--- config.mk ---
export PLATFORM = sky130hd
export DESIGN_NAME = pc_sequencer
export DESIGN_NICKNAME = d
export VERILOG_FILES = /design/src/rtl/pc_pkg.sv /design/src/rtl/pc_ret_stack.sv /design/src/rtl/pc_sequencer.sv
export SDC_FILE = /design/constraint.sdc
export NUM_CORES = 1
export LEC_CHECK = 0
export ABC_AREA = 1
export CAP_MARGIN = 20
export CORE_MARGIN = 10
export CORE_UTILIZATION = 55
export DETAILED_ROUTE_END_ITERATION = 16
export PLACE_DENSITY = 0.92
export SKIP_CTS_REPAIR_TIMING = 1
export SLEW_MARGIN = 20
export SYNTH_ARGS = -nofsm -noshare
export SYNTH_HDL_FRONTEND = slang
export SYNTH_SLANG_ARGS = --single-unit
--- constraint.sdc ---
create_clock -name sys_clk -period 3.4 [get_ports sys_clk]
set_input_delay 0.85 -clock sys_clk [delete_from_list [all_inputs] [get_ports sys_clk]]
set_output_delay 0.85 -clock sys_clk [all_outputs]
set_load 0.005 [all_outputs]
--- src/rtl/pc_pkg.sv ---
// ============================================================================
// pc_pkg : command priority encoding and sign-extension helper for pc_sequencer
// Rev 1.0
// ============================================================================
`default_nettype none

package pc_pkg;

    // Widest operand sext() handles; ADDR_W and OFFS_W must not exceed this.
    localparam int SEXT_W = 32;

    typedef enum logic [2:0] {
        CMD_NONE = 3'd0,
        CMD_ADV  = 3'd1,
        CMD_REL  = 3'd2,
        CMD_LOAD = 3'd3,
        CMD_CALL = 3'd4,
        CMD_RET  = 3'd5
    } cmd_e;

    // Exactly one command wins per cycle; ret is the most urgent.
    function automatic cmd_e pc_priority(
        input logic ret,
        input logic call,
        input logic load,
        input logic rel,
        input logic adv
    );
        cmd_e c;
        c = CMD_NONE;
        if (ret)       c = CMD_RET;
        else if (call) c = CMD_CALL;
        else if (load) c = CMD_LOAD;
        else if (rel)  c = CMD_REL;
        else if (adv)  c = CMD_ADV;
        return c;
    endfunction

    // Sign-extend the low w bits of v to SEXT_W bits.
    function automatic logic [SEXT_W-1:0] sext(
        input logic [SEXT_W-1:0] v,
        input int                w
    );
        logic signed [SEXT_W-1:0] t;
        t = $signed(v << (SEXT_W - w));
        return $unsigned(t >>> (SEXT_W - w));
    endfunction

endpackage

`default_nettype wire

--- src/rtl/pc_ret_stack.sv ---
// ============================================================================
// pc_ret_stack : LIFO of return addresses; push-on-full / pop-on-empty ignored
// Rev 1.0
// ============================================================================
`default_nettype none

module pc_ret_stack #(
    parameter int ADDR_W      = 8,
    parameter int STACK_DEPTH = 4
) (
    input  logic              sys_clk,
    input  logic              sys_rst,
    input  logic              push,
    input  logic              pop,
    input  logic [ADDR_W-1:0] din,
    output logic [ADDR_W-1:0] dout,
    output logic              empty,
    output logic              full
);

    localparam int SP_W  = $clog2(STACK_DEPTH + 1);
    localparam int IDX_W = (STACK_DEPTH > 1) ? $clog2(STACK_DEPTH) : 1;
    localparam logic [SP_W-1:0] SP_FULL = SP_W'(STACK_DEPTH);

    logic [SP_W-1:0]   sp;
    logic [ADDR_W-1:0] mem [STACK_DEPTH];
    logic [IDX_W-1:0]  wr_idx;
    logic [IDX_W-1:0]  top_idx;
    logic              do_push;
    logic              do_pop;

    assign empty   = (sp == '0);
    assign full    = (sp == SP_FULL);
    assign do_push = push && !full;
    assign do_pop  = pop && !empty;
    assign wr_idx  = IDX_W'(sp);
    assign top_idx = IDX_W'(sp - 1'b1);
    assign dout    = mem[top_idx];

    // Resetting sp alone discards the contents; the storage needs no reset.
    always_ff @(posedge sys_clk or negedge sys_rst) begin
        if (!sys_rst) begin
            sp <= '0;
        end else if (do_push) begin
            sp <= sp + 1'b1;
        end else if (do_pop) begin
            sp <= sp - 1'b1;
        end
    end

    always_ff @(posedge sys_clk) begin
        if (do_push) begin
            mem[wr_idx] <= din;
        end
    end

endmodule

`default_nettype wire

--- src/rtl/pc_sequencer.sv ---
// ============================================================================
// pc_sequencer : program counter with timed advance, load, relative jump,
//                call/return stack and sticky stack-error flags. Rev 1.0
// ============================================================================
`default_nettype none

module pc_sequencer
    import pc_pkg::*;
#(
    parameter int ADDR_W         = 8,
    parameter int TICKS_PER_STEP = 2,
    parameter int STACK_DEPTH    = 4,
    parameter int RESET_ADDR     = 0,
    parameter int OFFS_W         = 8
) (
    input  logic              sys_clk,
    input  logic              sys_rst,
    input  logic              ldpc,
    input  logic              load,
    input  logic              rel,
    input  logic              call,
    input  logic              ret,
    input  logic              clr_err,
    input  logic [ADDR_W-1:0] load_addr,
    input  logic [OFFS_W-1:0] rel_offs,
    output logic [ADDR_W-1:0] abusi,
    output logic              step,
    output logic              stk_empty,
    output logic              stk_full,
    output logic              err_ovf,
    output logic              err_unf
);

    localparam int TICK_W = (TICKS_PER_STEP > 1) ? $clog2(TICKS_PER_STEP) : 1;
    localparam logic [TICK_W-1:0] TICK_LAST = TICK_W'(TICKS_PER_STEP - 1);
    localparam logic [ADDR_W-1:0] PC_RESET  = ADDR_W'(RESET_ADDR);

    cmd_e              cmd;
    logic [TICK_W-1:0] tick;
    logic [ADDR_W-1:0] stk_top;
    logic [ADDR_W-1:0] pc_next_seq;
    logic [ADDR_W-1:0] rel_target;
    logic [SEXT_W-1:0] rel_ext;
    logic              push;
    logic              pop;

    assign cmd         = pc_priority(ret, call, load, rel, ldpc);
    assign pc_next_seq = abusi + 1'b1;
    assign rel_ext     = sext(SEXT_W'(rel_offs), OFFS_W);
    // Truncation to ADDR_W gives the wrap in both directions.
    assign rel_target  = ADDR_W'(SEXT_W'(abusi) + rel_ext);
    assign push        = (cmd == CMD_CALL) && !stk_full;
    assign pop         = (cmd == CMD_RET) && !stk_empty;

    pc_ret_stack #(
        .ADDR_W      (ADDR_W),
        .STACK_DEPTH (STACK_DEPTH)
    ) u_stack (
        .sys_clk (sys_clk),
        .sys_rst (sys_rst),
        .push    (push),
        .pop     (pop),
        .din     (pc_next_seq),
        .dout    (stk_top),
        .empty   (stk_empty),
        .full    (stk_full)
    );

    always_ff @(posedge sys_clk or negedge sys_rst) begin
        if (!sys_rst) begin
            abusi   <= PC_RESET;
            tick    <= '0;
            step    <= 1'b0;
            err_ovf <= 1'b0;
            err_unf <= 1'b0;
        end else begin
            step <= 1'b0;
            // Cleared first so an error event later in this block takes precedence.
            if (clr_err) begin
                err_ovf <= 1'b0;
                err_unf <= 1'b0;
            end
            case (cmd)
                CMD_RET: begin
                    tick <= '0;
                    if (stk_empty) err_unf <= 1'b1;
                    else           abusi   <= stk_top;
                end
                CMD_CALL: begin
                    tick <= '0;
                    if (stk_full) err_ovf <= 1'b1;
                    else          abusi   <= load_addr;
                end
                CMD_LOAD: begin
                    tick  <= '0;
                    abusi <= load_addr;
                end
                CMD_REL: begin
                    tick  <= '0;
                    abusi <= rel_target;
                end
                CMD_ADV: begin
                    if (tick == TICK_LAST) begin
                        tick  <= '0;
                        abusi <= pc_next_seq;
                        step  <= 1'b1;
                    end else begin
                        tick <= tick + 1'b1;
                    end
                end
                default: begin
                    // Hold: a paused advance keeps its tick count.
                end
            endcase
        end
    end

endmodule

`default_nettype wire

Fig. 1: run 1, metal layers overlaid
Only two layers are drawn.
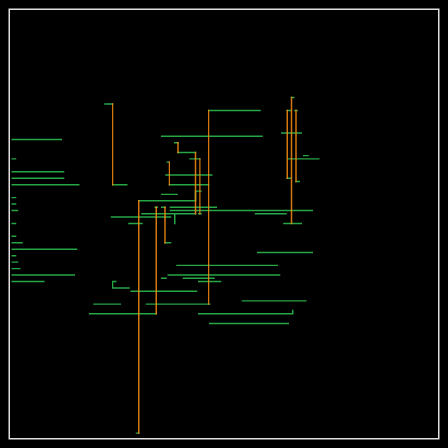
[orange] M4 | wire length: 224 µm
[green] M3 | wire length: 434 µm
Vias: 2282
GRT Overall Usage: 0.171
WL final: 6560 µm
WL/cell: 15.7 µm

Fig. 2: run 1, pin placement
Pins as bars across the die edge, other pins in grey.
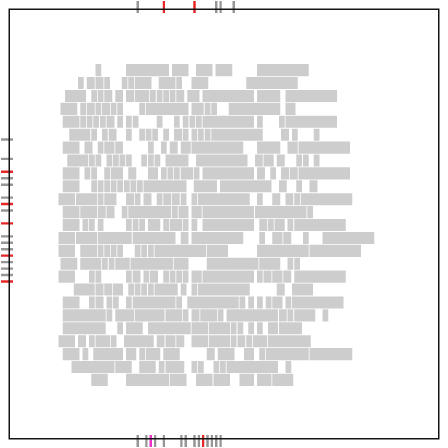
[red] load_addr | pins: 8 | direction: input | edge: 5 left, 2 top, 1 bottom
[magenta] rel | pins: 1 | direction: input | edge: bottom
all pins by edge: 17 left, 14 bottom, 6 top
count of input and output buffers: 36
Die Span Y: 90.2 µm
Die Wd: 90.2 µm

Fig. 3: run 1, clock distribution
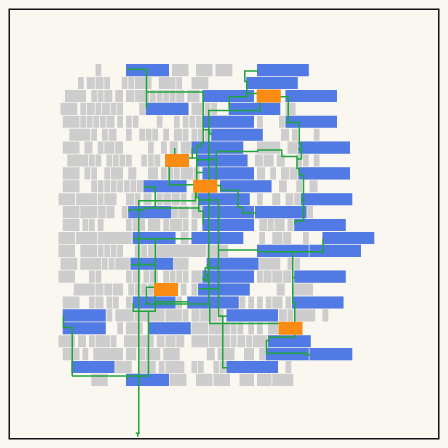
[orange] clock-net drivers | count: 5
[blue] flip-flops | count: 47
[green] clock wires | length: 589 µm
routed clock nets: 6
Clock power frac: 0.159
Clk. pwr: 0.000432 W

run 1: layout make-up:
class,count,area share
timing repair buffer,36,0.111
clock inverter,2,0.0108
sequential,47,0.412
tap,67,0.0258
multi-input combinational,220,0.366
inverter,41,0.0490
clock buffer,6,0.0255
run 1: critical path, delay by kind of cell (launching register included):
family	cells	cell delay (ns)
flops	1	0.80
buf+inv	2	0.64
fa+ha+maj	2	0.54
run 1: power by group through the flow:
| stage | registers (W) | clock network, W | logic [W] |
|---|---|---|---|
| 6_report | 0.000988 | 0.000432 | 0.00129 |
| 5_1_grt | 0.00101 | 0.000456 | 0.00146 |
| 4_1_cts | 0.000980 | 0.000434 | 0.00128 |
| 3_3_place_gp | 0.000975 | 0 | 0.00121 |
| 3_5_place_dp | 0.000984 | 0 | 0.00126 |
| 2_1_floorplan | 0.000925 | 0 | 0.000890 |
run 1: metal layers:
layer / share of wire / wire, µm / vias to the layer above / track usage
met2: 0.49 / 3240 / 93 / 0.295
met3: 0.066 / 434 / 25 / 0.0333
met5: 0 / 0 / - / 0
met1: 0.41 / 2670 / 1056 / 0.190
met4: 0.034 / 223 / 0 / 0.106
li1: - / - / 1108 / -
run 1: cell families (layout without fill, tap and decap cells):
| family | count (synthesis) | in the layout | synth area share |
|---|---|---|---|
| adders and majority gates | 15 | 15 | 0.0720 |
| buffers and inverters | 45 | 85 | 0.0688 |
| xor gates and xnor gates | 4 | 4 | 0.0129 |
| and+or+nand+nor | 158 | 158 | 0.261 |
| AOI/OAI and AO/OA | 43 | 43 | 0.0919 |
| DFF | 47 | 47 | 0.493 |
run 1: stage by stage:
stage	util	hold slack [ns]	cell area (µm²)	instances	power, W
after floorplan	-	0.517	2710	312	0.00181
after global placement	0.658	0.517	3130	411	0.00219
after detailed placement	0.658	0.529	3130	411	0.00224
after CTS	0.682	0.544	3240	419	0.00269
after global routing	0.682	0.578	3240	419	0.00293
final	0.682	0.543	3240	419	0.00271
run 1: state kept, by name, indices dropped and copies added, names as in the netlist:
signal and cells:
err_ovf 1, abusi 8, step 1, tick 1, u_stack.mem 32, err_unf 1
u_stack.sp 3
run 1: path summary, 6_finish.rpt:
path / depth (start not counted) / startpoint / end
max in group asynchronous: 1 / sys_rst / abusi[6]
min in group asynchronous: 1 / sys_rst / u_stack.sp[0]
hold / removal: 2 / err_ovf / err_ovf
setup reg to reg: 6 / u_stack.sp[0] / u_stack.mem[1][7]
setup / recovery: 4 / u_stack.sp[0] / stk_empty
hold reg to reg: 2 / err_ovf / err_ovf
==> metrics.cfg, run 1 <==
[detailed_routing]
drt_iter0_drc=211
vias_per_cell=5.45
dr.pass1.iters=4
ant_nets=0
drc_errors=0

[final_timing]
finalSetupTns_ns=0
finalSetupViolations=0
min_period_over_period=0.925
rsz0062_at_grt=no
timing.fmax_mhz=318
hold_viol_final=0
skew_ns=0.00563
slew_headroom=0.510
tightest_slew_ns=0.732
fin_crit_ns=3.14
drv_slew=0
setup_ws_ns=0.256

[synth]
synth-edff-count=32
yosys_warnings=0
most_common_cell=nand2_1
netlist_instances=312
yosys_area_mm2=0.00271
netlist.area_leader.share=0.355
seq_area_frac_synth=0.493
synthesis.nets=351
top_cells_by_count=84 x nand2_1, 37 x nor2_1, 32 x edfxtp_1, 32 x inv_1, 20 x nand3_1
yosys_cells=312
post-synth-top-area-cell=edfxtp_1
syn_avg_cell_area_um2=8.69
synthFlopType=edfxtp_1
syn_area_mm2=0.00271
synthTopCellsByArea=edfxtp_1 35%, dfrtp_1 14%, nand2_1 12%
ys.flops=47
async_flop_share=0.319
synth.distinct_cells=32

[critical_path]
worst-setup-path-type=reg2out
slowest_stage=dfrtp_1
cp_common_cell=ha_1
arrival_ns=2.29
path_max_fanout=20
crit_chain=inv_4 -> ha_1 -> ha_1 -> clkdlybuf4s50_1
r2r_slack_ns=0.60
crit_required_ns=2.55
max_stage_delay_ns=0.80
cp-start-kind=flop
setup.worst_path.end_class=output pin

[global_routing]
grt_max_degree=21
grt_pass1_wl_um=11500
antenna_found_initial=0
grt_remaining_overflow=0
grt_pass1_vias=2404

[floorplan]
fp-row-count=25
fp.dieArea_mm2=0.00814
core_mm2=0.00475
num_io_pins=37
fp_util=0.570

[clocking]
ctsHtreeMaxLevel=2
cts_made_buffers=5
clock_sinks=47
cts_root_buffer=clkbuf_8
cts_tree=yes
path_clk_slew_ns=0.09
clockBufferDepth=2
clock_latency_ns=0.31

[power_and_ir_drop]
power_switching_w=0.00115
ir_drop_v=0.000532
switching_share=0.423
p_leak_nw=1.42
powerDensity_mw_per_mm2=836
combPwrFrac=0.476
p_int_w=0.00156
p_seq_frac=0.364

[finish]
synthToLayoutAreaGrowth_pct=19.7
layout_top_cell=nand2_1
seqCellArea_mm2=0.00134
final-comb-area_mm2=0.00119
fillers=368
diodes=0
nNetsFinal=390
drive_above_1_share=0.0795
layout_top_cells=84 x nand2_1, 37 x nor2_1, 36 x clkdlybuf4s50_1, 32 x inv_1, 32 x edfxtp_1

[job]
drv_cap=0
warnings=30

[placed_design]
gp_congestion=0.825
hpwl_um=4920
place_worst_setup_slack_ns=0.620

[hold_path]
min-delay-path-class=reg2reg

[status]
status=completed

==> run 2, diff against run 1 <==
--- a/config.mk
+++ b/config.mk
@@ -10,9 +10,11 @@
 export CORE_MARGIN = 10
 export CORE_UTILIZATION = 55
 export DETAILED_ROUTE_END_ITERATION = 16
+export HOLD_SLACK_MARGIN = 0.05
 export PLACE_DENSITY = 0.92
+export RECOVER_POWER = 25
 export SKIP_CTS_REPAIR_TIMING = 1
-export SLEW_MARGIN = 20
+export SLEW_MARGIN = 40
 export SYNTH_ARGS = -nofsm -noshare
 export SYNTH_HDL_FRONTEND = slang
 export SYNTH_SLANG_ARGS = --single-unit
==> run 2 against run 1 <==
Net effect: non-clock buffer count stayed put; count of clock-buffer cells in the layout stayed put; cell count stayed put; design area hardly changed; global-route usage stayed put; maximum frequency hardly changed; flip-flop count stayed put; core utilization is 0.053 points lower; power is 0.18% higher; via count is 1.4% higher; worst hold slack worse by 0.0016 ns; clock power hardly changed; largest cell class unchanged.
==> metrics.cfg, run 2 <==
[synth]
seq_area_frac_synth=0.493  ; unchanged
netlist.area_leader.share=0.355  ; unchanged
yosys_area_mm2=0.00271  ; unchanged
synth.distinct_cells=32  ; unchanged
most_common_cell=nand2_1
syn_avg_cell_area_um2=8.69  ; unchanged
synth-edff-count=32  ; unchanged
top_cells_by_count=84 x nand2_1, 37 x nor2_1, 32 x edfxtp_1, 32 x inv_1, 20 x nand3_1
netlist_instances=312  ; unchanged
syn_area_mm2=0.00271  ; unchanged
synthesis.nets=351  ; unchanged
ys.flops=47  ; unchanged
synthTopCellsByArea=edfxtp_1 35%, dfrtp_1 14%, nand2_1 12%
synthFlopType=edfxtp_1
async_flop_share=0.319  ; unchanged
yosys_cells=312  ; unchanged
yosys_warnings=0  ; unchanged
post-synth-top-area-cell=edfxtp_1

[clocking]
path_clk_slew_ns=0.09  ; about the same
cts_tree=yes
cts_root_buffer=clkbuf_8
clock_sinks=47  ; unchanged
clockBufferDepth=2  ; unchanged
ctsHtreeMaxLevel=2  ; unchanged
cts_made_buffers=5  ; unchanged

[placed_design]
port-buffer-count=36  ; unchanged
placed_cells=411  ; unchanged
hpwl_um=4920  ; unchanged
place_worst_setup_slack_ns=0.620  ; unchanged
gp_congestion=0.825  ; unchanged
post_dp_cell_area_mm2=0.00313  ; unchanged

[final_timing]
min_period_over_period=0.924  ; about the same
finalSetupViolations=0  ; unchanged
finalSetupTns_ns=0  ; unchanged
fin_crit_ns=3.14  ; -0.00118 ns
hold_viol_final=0  ; unchanged
skew_ns=0.00576  ; +0.000132 ns
setup_ws_ns=0.257  ; +0.00118 ns
timing.fmax_mhz=318  ; about the same
rsz0062_at_grt=no
tightest_slew_ns=0.742  ; +0.00944 ns
drv_slew=0  ; unchanged
timing.hold.ws_ns=0.542  ; -0.00155 ns
slew_headroom=0.504  ; -0.00612

[power_and_ir_drop]
powerDensity_mw_per_mm2=838  ; +0.25%
p_leak_nw=1.42  ; about the same
p_int_w=0.00156  ; about the same
power_switching_w=0.00115  ; +0.47%
combPwrFrac=0.477  ; about the same
p_seq_frac=0.363  ; about the same
ir_drop_v=0.000531  ; -0.33%
switching_share=0.425  ; +0.00126

[critical_path]
slowest_stage=dfrtp_1
worst-setup-path-type=reg2out
arrival_ns=2.29  ; about the same
path_max_fanout=20  ; unchanged
setup.worst_path.end_class=output pin
cp-start-kind=flop
cp_common_cell=ha_1
crit_chain=inv_4 -> ha_1 -> ha_1 -> clkdlybuf4s50_1
crit_required_ns=2.55  ; about the same
max_stage_delay_ns=0.79  ; about the same

[global_routing]
antenna_found_initial=0  ; unchanged
grt_max_degree=21  ; unchanged
grt_pass1_wl_um=11500  ; unchanged
grt_util_all_layers=0.171  ; unchanged
grt_remaining_overflow=0  ; unchanged
grt_pass1_vias=2404  ; unchanged

[job]
warnings=30  ; unchanged
drv_cap=0  ; unchanged

[detailed_routing]
ant_nets=0  ; unchanged
vias=2315  ; +1.4%
drt_iter0_drc=205  ; -2.8%
wl_per_cell_um=15.7  ; +0.23%
dr.pass1.iters=5  ; +1
wirelength_um=6580  ; +0.23%
drc_errors=0  ; unchanged
vias_per_cell=5.53  ; +1.4%

[status]
status=completed

[floorplan]
die_w_um=90.2  ; unchanged
die_h_um=90.2  ; unchanged
fp_util=0.570  ; unchanged
num_io_pins=37  ; unchanged
fp.dieArea_mm2=0.00814  ; unchanged

[finish]
diodes=0  ; unchanged
nNetsFinal=390  ; unchanged
drive_above_1_share=0.0767  ; -0.00284
regMostFlops=u_stack.mem
synthToLayoutAreaGrowth_pct=19.6  ; about the same
layout_top_cell=nand2_1
top_regs=u_stack.mem: 32 flops, abusi: 8 flops, u_stack.sp: 3 flops
layout_top_cells=84 x nand2_1, 38 x nor2_1, 35 x clkdlybuf4s50_1, 32 x inv_1, 32 x edfxtp_1
layout.cells.non_filler=419  ; unchanged
fillers=369  ; +0.27%
largest_register_ffs=32  ; unchanged

[hold_path]
min-delay-path-class=reg2reg

## run 2: cell count changes in the layout (fill, tap and decap cells not counted)
cell,delta
clkdlybuf4s50_1,-1
dlygate4sd3_1,+1
nor2_1,+1
nor2_2,-1
## run 2: path summary, 6_finish.rpt
path                               startpoint                 to  slack, ns  cells after the start
worst max register to register  u_stack.sp[0]  u_stack.mem[1][3]       0.60                      6
min in group asynchronous             sys_rst      u_stack.sp[0]       1.04                      1
max in group asynchronous             sys_rst           abusi[2]       1.90                      1
worst min register to register        err_ovf            err_ovf       0.54                      2
worst max-delay path            u_stack.sp[0]          stk_empty       0.26                      4
worst min-delay path                  err_ovf            err_ovf       0.54                      2
## run 2: metal layers
layer | vias to the layer above | global-route usage | wire length [µm]
met5 | - | 0 | 0
li1 | 1110 | - | -
met3 | 28 | 0.0333 | 475
met1 | 1067 | 0.190 | 2670
met4 | 0 | 0.106 | 238
met2 | 110 | 0.295 | 3190
## run 2: metrics by stage
stage / total power [W] / util
2_1_floorplan: 0.00181 / -
3_3_place_gp: 0.00219 / 0.658
3_5_place_dp: 0.00224 / 0.658
4_1_cts: 0.00269 / 0.682
5_1_grt: 0.00293 / 0.682
6_report: 0.00272 / 0.682
## run 2: power groups by stage
stage                     sequential (W)  combinational [W]  clock, W
after detailed placement        0.000984            0.00126         0
final                           0.000987            0.00129  0.000435
after global routing             0.00101            0.00146  0.000456
after global placement          0.000975            0.00121         0
after floorplan                 0.000925           0.000890         0
after CTS                       0.000980            0.00128  0.000434
## run 2: logic make-up (layout without fill, tap and decap cells)
group                    count (synthesis)  count (layout)  share of synthesized area
AND-OR/OR-AND                           43              43                     0.0919
AND/OR/NAND/NOR                        158             158                      0.261
XOR/XNOR                                 4               4                     0.0129
adder cells (fa/ha/maj)                 15              15                     0.0720
flip-flops                              47              47                      0.493
buffers and inverters                   45              85                     0.0688
## run 2: cell type report
type / instances / area [µm²] / area share
multi-input cells: 220 / 1180 / 0.365
flip-flops and latches: 47 / 1340 / 0.412
clock inverters: 2 / 35.0 / 0.0108
repair buffers: 36 / 360 / 0.111
well taps: 67 / 83.8 / 0.0259
clock buffers: 6 / 82.6 / 0.0255
inverters: 41 / 159 / 0.0490
## run 2: worst max-delay path: cells and delay by family (launching register included)
kind       cells  cell delay (ns)
flops          1             0.79
fa+ha+maj      2             0.54
buf+inv        2             0.64
Fig. 4: run 2, clock distribution
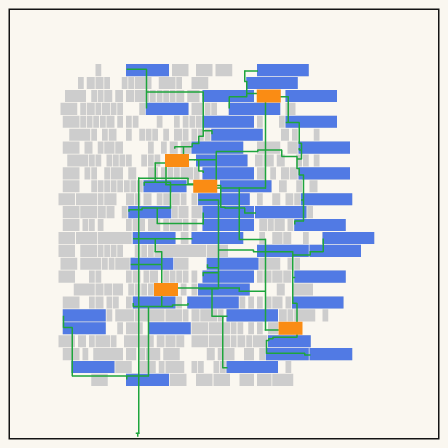
[orange] clock-net drivers | count: 5
[blue] flip-flops | count: 47
[green] clock wires | length: 602 µm
routed clock nets: 6
clk_lat worst skew: 0.31 ns
Clk. pwr: 0.000435 W
Clock power frac: 0.160

Fig. 5: run 2, cells coloured by class
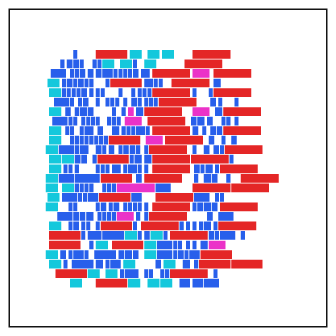
[blue] remaining logic cells | cells: 261
[cyan] remaining buffers and delay cells | cells: 36
[red] registers | cells: 47
[magenta] clock drivers and dummy loads | cells: 8
Final Util: 0.682
CORE AREA: 0.00475 mm²
Core Rows: 25
Design Area, Final: 0.00324 mm²
sequential cell area share: 0.412

==> run 3, diff against run 2 <==
--- a/config.mk
+++ b/config.mk
@@ -7,11 +7,13 @@
 export LEC_CHECK = 0
 export ABC_AREA = 1
 export CAP_MARGIN = 20
+export CELL_PAD_IN_SITES_DETAIL_PLACEMENT = 1
+export CELL_PAD_IN_SITES_GLOBAL_PLACEMENT = 1
 export CORE_MARGIN = 10
-export CORE_UTILIZATION = 55
+export CORE_UTILIZATION = 45
 export DETAILED_ROUTE_END_ITERATION = 16
 export HOLD_SLACK_MARGIN = 0.05
-export PLACE_DENSITY = 0.92
+export PLACE_DENSITY = 0.95
 export RECOVER_POWER = 25
 export SKIP_CTS_REPAIR_TIMING = 1
 export SLEW_MARGIN = 40
==> run 3 against run 2 <==
Net effect: count of clock-buffer cells in the layout unchanged; synthesized area unchanged; design area up 0.58%; largest power group unchanged.
==> metrics.cfg, run 3 <==
[status]
status=completed

[clocking]
cts_made_buffers=5  ; unchanged
clock_sinks=47  ; unchanged
clockBufferDepth=2  ; unchanged
cts_root_buffer=clkbuf_8
clock_latency_ns=0.31  ; about the same
ctsHtreeMaxLevel=2  ; unchanged
cts_tree=yes
path_clk_slew_ns=0.09  ; about the same

[synth]
ys.flops=47  ; unchanged
yosys_cells=312  ; unchanged
synthesis.nets=351  ; unchanged
async_flop_share=0.319  ; unchanged
synthTopCellsByArea=edfxtp_1 35%, dfrtp_1 14%, nand2_1 12%
netlist_instances=312  ; unchanged
post-synth-top-area-cell=edfxtp_1
seq_area_frac_synth=0.493  ; unchanged
top_cells_by_count=84 x nand2_1, 37 x nor2_1, 32 x edfxtp_1, 32 x inv_1, 20 x nand3_1
most_common_cell=nand2_1
synthFlopType=edfxtp_1
yosys_area_mm2=0.00271  ; unchanged
synth.distinct_cells=32  ; unchanged
synth-edff-count=32  ; unchanged
syn_area_mm2=0.00271  ; unchanged
syn_avg_cell_area_um2=8.69  ; unchanged
netlist.area_leader.share=0.355  ; unchanged
yosys_warnings=0  ; unchanged

[floorplan]
num_io_pins=37  ; unchanged
fp-row-count=28  ; +12%
core_mm2=0.00589  ; +24%
fp.dieArea_mm2=0.00953  ; +17%
fp_util=0.460  ; -0.110

[job]
warnings=30  ; unchanged
drv_cap=0  ; unchanged

[placed_design]
port-buffer-count=36  ; unchanged
hpwl_um=6400  ; +30%
gp_congestion=0.807  ; -2.2%
placed_cells=419  ; +1.9%

[final_timing]
min_period_over_period=0.927  ; +0.00221
finalSetupViolations=0  ; unchanged
timing.fmax_mhz=317  ; -0.24%
finalSetupTns_ns=0  ; unchanged
rsz0062_at_grt=no
tightest_slew_ns=0.967  ; +0.225 ns
skew_ns=0.00677  ; +0.00101 ns
fin_crit_ns=3.15  ; +0.00752 ns
drv_slew=0  ; unchanged
slew_headroom=0.355  ; -0.149
hold_viol_final=0  ; unchanged

[finish]
final-comb-area_mm2=0.00118  ; unchanged
diodes=0  ; unchanged
final_core_util=0.554  ; -0.128
drive_above_1_share=0.0739  ; -0.00284
layout.cells.non_filler=427  ; +1.9%
layout_top_cells=84 x nand2_1, 38 x nor2_1, 35 x clkdlybuf4s50_1, 32 x inv_1, 32 x edfxtp_1
top_regs=u_stack.mem: 32 flops, abusi: 8 flops, u_stack.sp: 3 flops
layout_top_cell=nand2_1
synthToLayoutAreaGrowth_pct=20.3
seqCellArea_mm2=0.00134  ; unchanged
largest_register_ffs=32  ; unchanged
fillers=707  ; +92%
regMostFlops=u_stack.mem
nNetsFinal=390  ; unchanged

[critical_path]
r2r_start=u_stack.sp[0]
cp-start-kind=flop
setup.worst_path.end_class=output pin
path_max_fanout=20  ; unchanged
arrival_ns=2.30  ; about the same
cp-startpoint=u_stack.sp[0]
crit_required_ns=2.55  ; about the same
worst-setup-path-type=reg2out

[global_routing]
grt_util_all_layers=0.170  ; -0.00116
antenna_found_initial=0  ; unchanged
grt_remaining_overflow=0  ; unchanged
grt_max_degree=21  ; unchanged
grt_pass1_vias=2526  ; +5.1%
grt_pass1_wl_um=13300  ; +16%

[detailed_routing]
drt_iter0_drc=75  ; -63%
wirelength_um=8190  ; +25%
vias_per_cell=5.36  ; -2.9%
wl_per_cell_um=19.2  ; +22%
drc_errors=0  ; unchanged
ant_nets=0  ; unchanged
vias=2290  ; -1.1%
dr.pass1.iters=4  ; -1

[hold_path]
hp-start=tick
min-delay-path-class=reg2reg

[power_and_ir_drop]
finalPower_w=0.00285  ; +4.9%
p_leak_nw=1.42  ; about the same
powerDensity_mw_per_mm2=874  ; +4.3%
ir_drop_v=0.000401  ; -24%

==> run 3: cell counts after synthesis <==
No cell type changed its count.
==> run 3: cell families (layout without fill, tap and decap cells) <==
| group | count (synthesis) | count (layout) | share of synthesized area |
|---|---|---|---|
| and+or+nand+nor | 158 | 158 | 0.261 |
| DFF | 47 | 47 | 0.493 |
| buffers and inverters | 45 | 85 | 0.0688 |
| AOI/OAI and AO/OA | 43 | 43 | 0.0919 |
| adders and majority gates | 15 | 15 | 0.0720 |
| xor gates and xnor gates | 4 | 4 | 0.0129 |
==> run 3: through the flow <==
stage,hold slack (ns),worst slack (ns),instance area (µm²)
after floorplan,0.517,1.25,2710
after global placement,0.509,0.746,3140
after detailed placement,0.546,0.613,3140
after CTS,0.559,0.256,3270
after global routing,0.582,0.165,3260
final,0.558,0.249,3260
==> run 3: metal layers <==
layer | wire length (µm) | global-route usage | part of all wire | up-vias
li1 | - | - | - | 1112
met1 | 3370 | 0.189 | 0.41 | 1126
met2 | 4500 | 0.323 | 0.55 | 40
met3 | 193 | 0.0178 | 0.024 | 12
met4 | 131 | 0.0559 | 0.016 | 0
met5 | 0 | 0 | 0 | -
==> run 3: worst max-delay path, cell delays in order, from the launching register on <==
cell and delay, ns:
dfrtp_1 0.79, inv_4 0.19, ha_1 0.30, ha_1 0.23
clkdlybuf4s50_1 0.48
==> run 3: where the power goes <==
| part | switching (W) | leakage (nW) | internal, W | total [W] |
|---|---|---|---|---|
| logic | 0.000860 | 0.880 | 0.000509 | 0.00137 |
| registers | 0.000172 | 0.476 | 0.000819 | 0.000991 |
| clock network | 0.000195 | 0.0654 | 0.000294 | 0.000488 |
==> run 3: final timing paths <==
| kind | to | slack, ns | cells past startpoint |
|---|---|---|---|
| hold reg to reg | step | 0.56 | 2 |
| setup / recovery | stk_full | 0.25 | 4 |
| hold / removal | step | 0.56 | 2 |
| max in group asynchronous | abusi[7] | 2.14 | 1 |
| min in group asynchronous | abusi[3] | 0.67 | 1 |
| setup reg to reg | u_stack.mem[2][7] | 0.64 | 6 |
==> run 3: area by class of cell <==
class / count / share of cell area
tap: 75 / 0.0288
multi-input combinational: 220 / 0.363
sequential: 47 / 0.410
clock buffer: 6 / 0.0223
inverter: 41 / 0.0487
clock inverter: 2 / 0.0184
timing repair buffer: 36 / 0.109
Fig. 6: run 3, pin placement
Pins as bars across the die edge, other pins in grey.
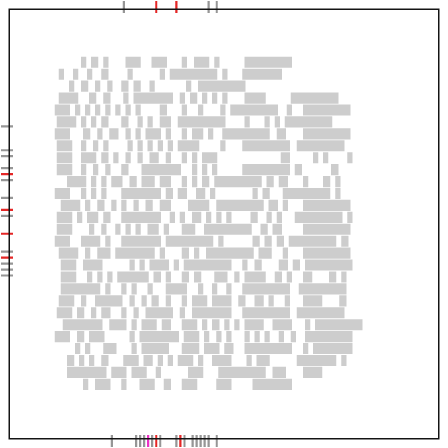
[magenta] rel | pins: 1 | direction: input | edge: bottom
[red] load_addr | pins: 8 | direction: input | edge: 4 left, 2 bottom, 2 top
Die Wd: 97.6 µm
Die Span Y: 97.6 µm

Fig. 7: run 3, clock distribution
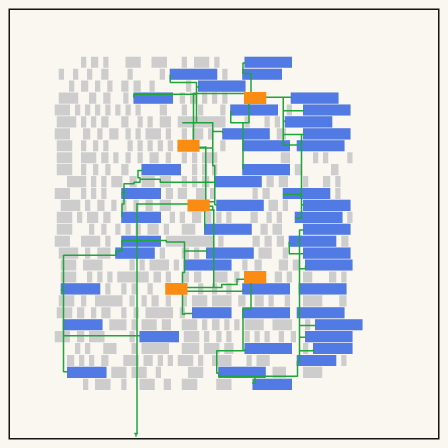
[orange] clock-net drivers | count: 5
[blue] flip-flops | count: 47
[green] clock wires | length: 577 µm
routed clock nets: 6
Clk. pwr: 0.000488 W
Clock power frac: 0.171

Power figures rest on the tool's default switching activity, not on a simulated workload.
